Figure 1. Where the registers sit.
Scale bar: 100 um. Other sequential cells in the stronger grey, the rest of the logic in the fainter grey.
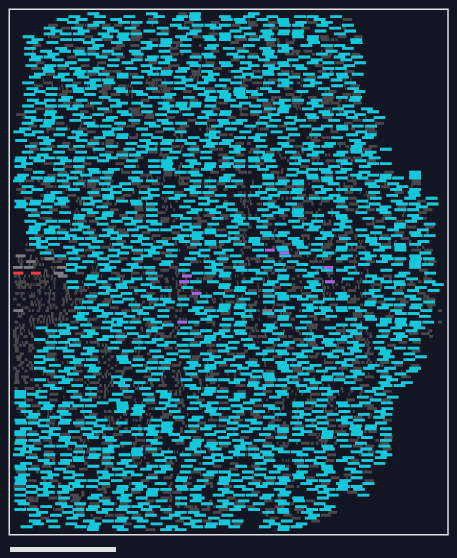
Figure 2. Clock nets.
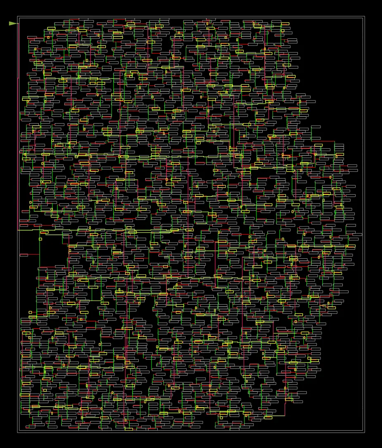
Figure 3. Wiring by layer.
Scale bar: 100 um.
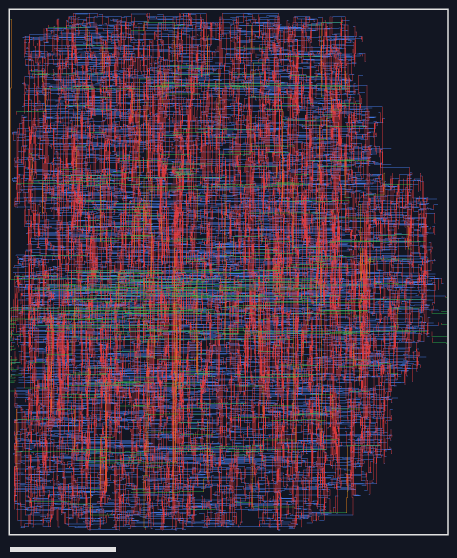
Figure 4. Port wiring.
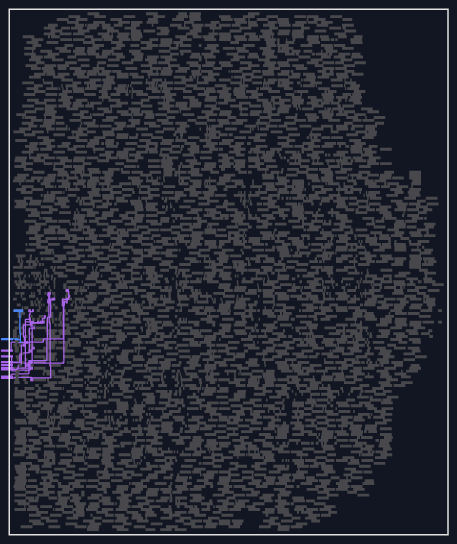
--- src/rtl/data_mem_pkg.sv ---
// Shared types and preload constants for the data memory and its init sequencer.
package data_mem_pkg;

    typedef enum logic [1:0] {
        INIT_CLR,
        INIT_PRE,
        RUN
    } state_t;

    localparam logic [7:0] PRE0 = 8'h01;
    localparam logic [7:0] PRE1 = 8'hFF;
    localparam logic [7:0] PRE2 = 8'h40;

    function automatic logic [7:0] preload_value(input logic [1:0] idx);
        case (idx)
            2'd0:    preload_value = PRE0;
            2'd1:    preload_value = PRE1;
            default: preload_value = PRE2;
        endcase
    endfunction

endpackage

--- src/rtl/data_mem_init_seq.sv ---
// Initialisation sequencer: zero-fills the array, writes the preload constants,
// then raises Ready until a Clear restarts the sequence.
module data_mem_init_seq
    import data_mem_pkg::*;
#(
    parameter int W            = 8,
    parameter int A            = 8,
    parameter int PRELOAD_BASE = 128
) (
    input  logic         Clk,
    input  logic         Reset,
    input  logic         Clear,
    output logic         InitWe,
    output logic [A-1:0] InitAddr,
    output logic [W-1:0] InitData,
    output logic         Ready
);

    state_t         state, state_nxt;
    logic [A-1:0]   cnt, cnt_nxt;

    always_ff @(posedge Clk or posedge Reset) begin
        if (Reset) begin
            state <= INIT_CLR;
            cnt   <= '0;
            Ready <= 1'b0;
        end else begin
            state <= state_nxt;
            cnt   <= cnt_nxt;
            Ready <= (state_nxt == RUN);
        end
    end

    // cnt walks the whole array in INIT_CLR, then indexes the preload constants.
    always_comb begin
        state_nxt = state;
        cnt_nxt   = cnt;
        InitWe    = 1'b0;
        InitAddr  = cnt;
        InitData  = '0;
        case (state)
            INIT_CLR: begin
                InitWe = 1'b1;
                if (cnt == '1) begin
                    state_nxt = INIT_PRE;
                    cnt_nxt   = '0;
                end else begin
                    cnt_nxt = cnt + 1'b1;
                end
            end
            INIT_PRE: begin
                InitWe   = 1'b1;
                InitAddr = A'(PRELOAD_BASE) + cnt;
                InitData = W'(preload_value(cnt[1:0]));
                if (cnt == A'(2)) begin
                    state_nxt = RUN;
                    cnt_nxt   = '0;
                end else begin
                    cnt_nxt = cnt + 1'b1;
                end
            end
            RUN: begin
                if (Clear) begin
                    state_nxt = INIT_CLR;
                    cnt_nxt   = '0;
                end
            end
            default: begin
                state_nxt = INIT_CLR;
                cnt_nxt   = '0;
            end
        endcase
    end

endmodule

--- src/rtl/data_mem_dp.sv ---
// One-write/one-read data memory with registered, write-first read port;
// the init sequencer owns the write port until Ready.
module data_mem_dp
    import data_mem_pkg::*;
#(
    parameter int W            = 8,
    parameter int A            = 8,
    parameter int PRELOAD_BASE = 128
) (
    input  logic         Clk,
    input  logic         Reset,
    input  logic         Clear,
    output logic         Ready,
    input  logic         WriteEn,
    input  logic [A-1:0] WriteAddr,
    input  logic [W-1:0] DataIn,
    input  logic         ReadEn,
    input  logic [A-1:0] ReadAddr,
    output logic [W-1:0] DataOut,
    output logic         DataValid
);

    localparam int DEPTH = 2 ** A;

    if (PRELOAD_BASE + 2 > DEPTH - 1) begin : g_bad_preload_base
        $error("data_mem_dp: PRELOAD_BASE + 2 must not exceed 2**A - 1");
    end
    if (W < 8) begin : g_bad_width
        $error("data_mem_dp: W must be at least 8");
    end

    logic [W-1:0] core [DEPTH];

    logic         init_we;
    logic [A-1:0] init_addr;
    logic [W-1:0] init_data;

    data_mem_init_seq #(
        .W            (W),
        .A            (A),
        .PRELOAD_BASE (PRELOAD_BASE)
    ) u_init_seq (
        .Clk      (Clk),
        .Reset    (Reset),
        .Clear    (Clear),
        .InitWe   (init_we),
        .InitAddr (init_addr),
        .InitData (init_data),
        .Ready    (Ready)
    );

    logic         user_we;
    logic         rd_fire;
    logic         mem_we;
    logic [A-1:0] mem_addr;
    logic [W-1:0] mem_data;

    assign user_we  = Ready & WriteEn;
    assign rd_fire  = Ready & ReadEn;
    assign mem_we   = init_we | user_we;
    assign mem_addr = init_we ? init_addr : WriteAddr;
    assign mem_data = init_we ? init_data : DataIn;

    always_ff @(posedge Clk) begin
        if (mem_we) begin
            core[mem_addr] <= mem_data;
        end
    end

    // Read stage: same-address write on this edge is forwarded (write-first).
    always_ff @(posedge Clk or posedge Reset) begin
        if (Reset) begin
            DataOut   <= '0;
            DataValid <= 1'b0;
        end else begin
            DataValid <= rd_fire;
            if (rd_fire) begin
                DataOut <= (user_we && (WriteAddr == ReadAddr)) ? DataIn : core[ReadAddr];
            end
        end
    end

endmodule

--- config.mk ---
export PLATFORM = sky130hd
export DESIGN_NAME = data_mem_dp
export DESIGN_NICKNAME = d
export VERILOG_FILES = /design/src/rtl/data_mem_pkg.sv /design/src/rtl/data_mem_init_seq.sv /design/src/rtl/data_mem_dp.sv
export SDC_FILE = /design/constraint.sdc
export NUM_CORES = 2
export LEC_CHECK = 0
export CELL_PAD_IN_SITES_DETAIL_PLACEMENT = 1
export CELL_PAD_IN_SITES_GLOBAL_PLACEMENT = 1
export CORE_ASPECT_RATIO = 1.2
export CORE_MARGIN = 2
export CORE_UTILIZATION = 40
export DETAILED_ROUTE_END_ITERATION = 8
export GPL_ROUTABILITY_DRIVEN = 0
export GPL_TIMING_DRIVEN = 1
export HOLD_SLACK_MARGIN = 0.05
export PLACE_DENSITY_LB_ADDON = 0.1
export SYNTH_ARGS = -nofsm -noshare
export SYNTH_HDL_FRONTEND = slang
export SYNTH_SLANG_ARGS = --single-unit
--- constraint.sdc ---
create_clock -name Clk -period 11.9 [get_ports Clk]
set_input_delay 2.38 -clock Clk [delete_from_list [all_inputs] [get_ports Clk]]
set_output_delay 2.38 -clock Clk [all_outputs]
set_load 0.005 [all_outputs]
==> CHANGELOG.md <==
### Physical design

- Hold Crit Class: register to register
- Failing checks: capacitance limit
- Via density per instance: 5.746
- Clock tree buffer depth: 3
- Crit path launch: ReadAddr[1]
- Reg2reg start: u_init_seq.state[1]$_DFF_PP0_
- Hold-critical path endpoint: DataOut[7]$_DFFE_PP0P_
- Reg2reg path depth: 4
- Critical Path Source Type: primary input
- Clk slew on worst S/H paths: 0.06 ns
- CTS sink count: 2068
- Status: finished with violations
- Placed cells: 6270
- Fin Setup TNS: 0 ns
- Post-Synth AOI/OAI Area: 2.465%
- Total Wirelength: 220900 um
- Clock Network Area Fraction: 7.434%
- Max-cap check violation count: 1
- Most common cell after layout, fill and taps aside: edfxtp_1
- Met3 wire len: 12250 um
- Fin crit share: 50.06%
- Post-CTS Setup Repair Bufs: 0
- M1 WL: 94500 um
-- Figure 1 (at the start) --
colour	netlist name	flops
red	`u_init_seq.state`	2
purple	`DataOut`	8
cyan	`core`	2048
not coloured	10
flop share of the area: 68.74%
Seq group: 0.00815 W
Flop area: 62000 sq um

-- Figure 2 (at the start) --
Clock Skew: 0.06299 ns
power in the clock group: 0.00646 W
clock latency at the later pin of the worst-skew pair: 0.88 ns
flop count: 2068
clock buffers: 260

-- Figure 3 (at the start) --
colour	layer	wire length
green	met3	12200 um
blue	met1	94.5 mm
orange	met4	4170 um
red	met2	110 mm
vias: 38290
Routed WL per cell: 33.15 um

-- Figure 4 (at the start) --
colour	port	bits	direction	edge	end cells	buffers	wire
blue	`Ready`	1	output	left	1	1	46.3 um
purple	`WriteAddr`	8	input	left	29	8	770 um
input/output buffers: 38
# IOs: 39

-- critical path, cell delays in order --
cell and delay (ns):
buf_8 0.38, buf_4 0.70, buf_4 0.75, mux4_2 0.35, o22ai_1 0.13, nor3_1 0.35
nor4_1 0.13, nor4b_1 1.09, a21o_1 0.23
-- where the power goes --
part	internal (W)	switching, W
sequential	0.00809	0.0000614
combinational	0.000336	0.000861
clock	0.00359	0.00287
-- flip-flops by register name, summed over array words and instances, names as in the netlist --
register and flops:
DataOut 8, DataValid 1, u_init_seq.state 2, u_init_seq.cnt 8
core 2048, u_init_seq.Ready 1
-- metal layers --
layer  vias up  track usage [%]
met5         -                0
met4         0            4.859
met3       238            4.046
met2       993            36.13
met1     21180            30.33
li1      15880                -
Power figures rest on the tool's default switching activity, not on a simulated workload.
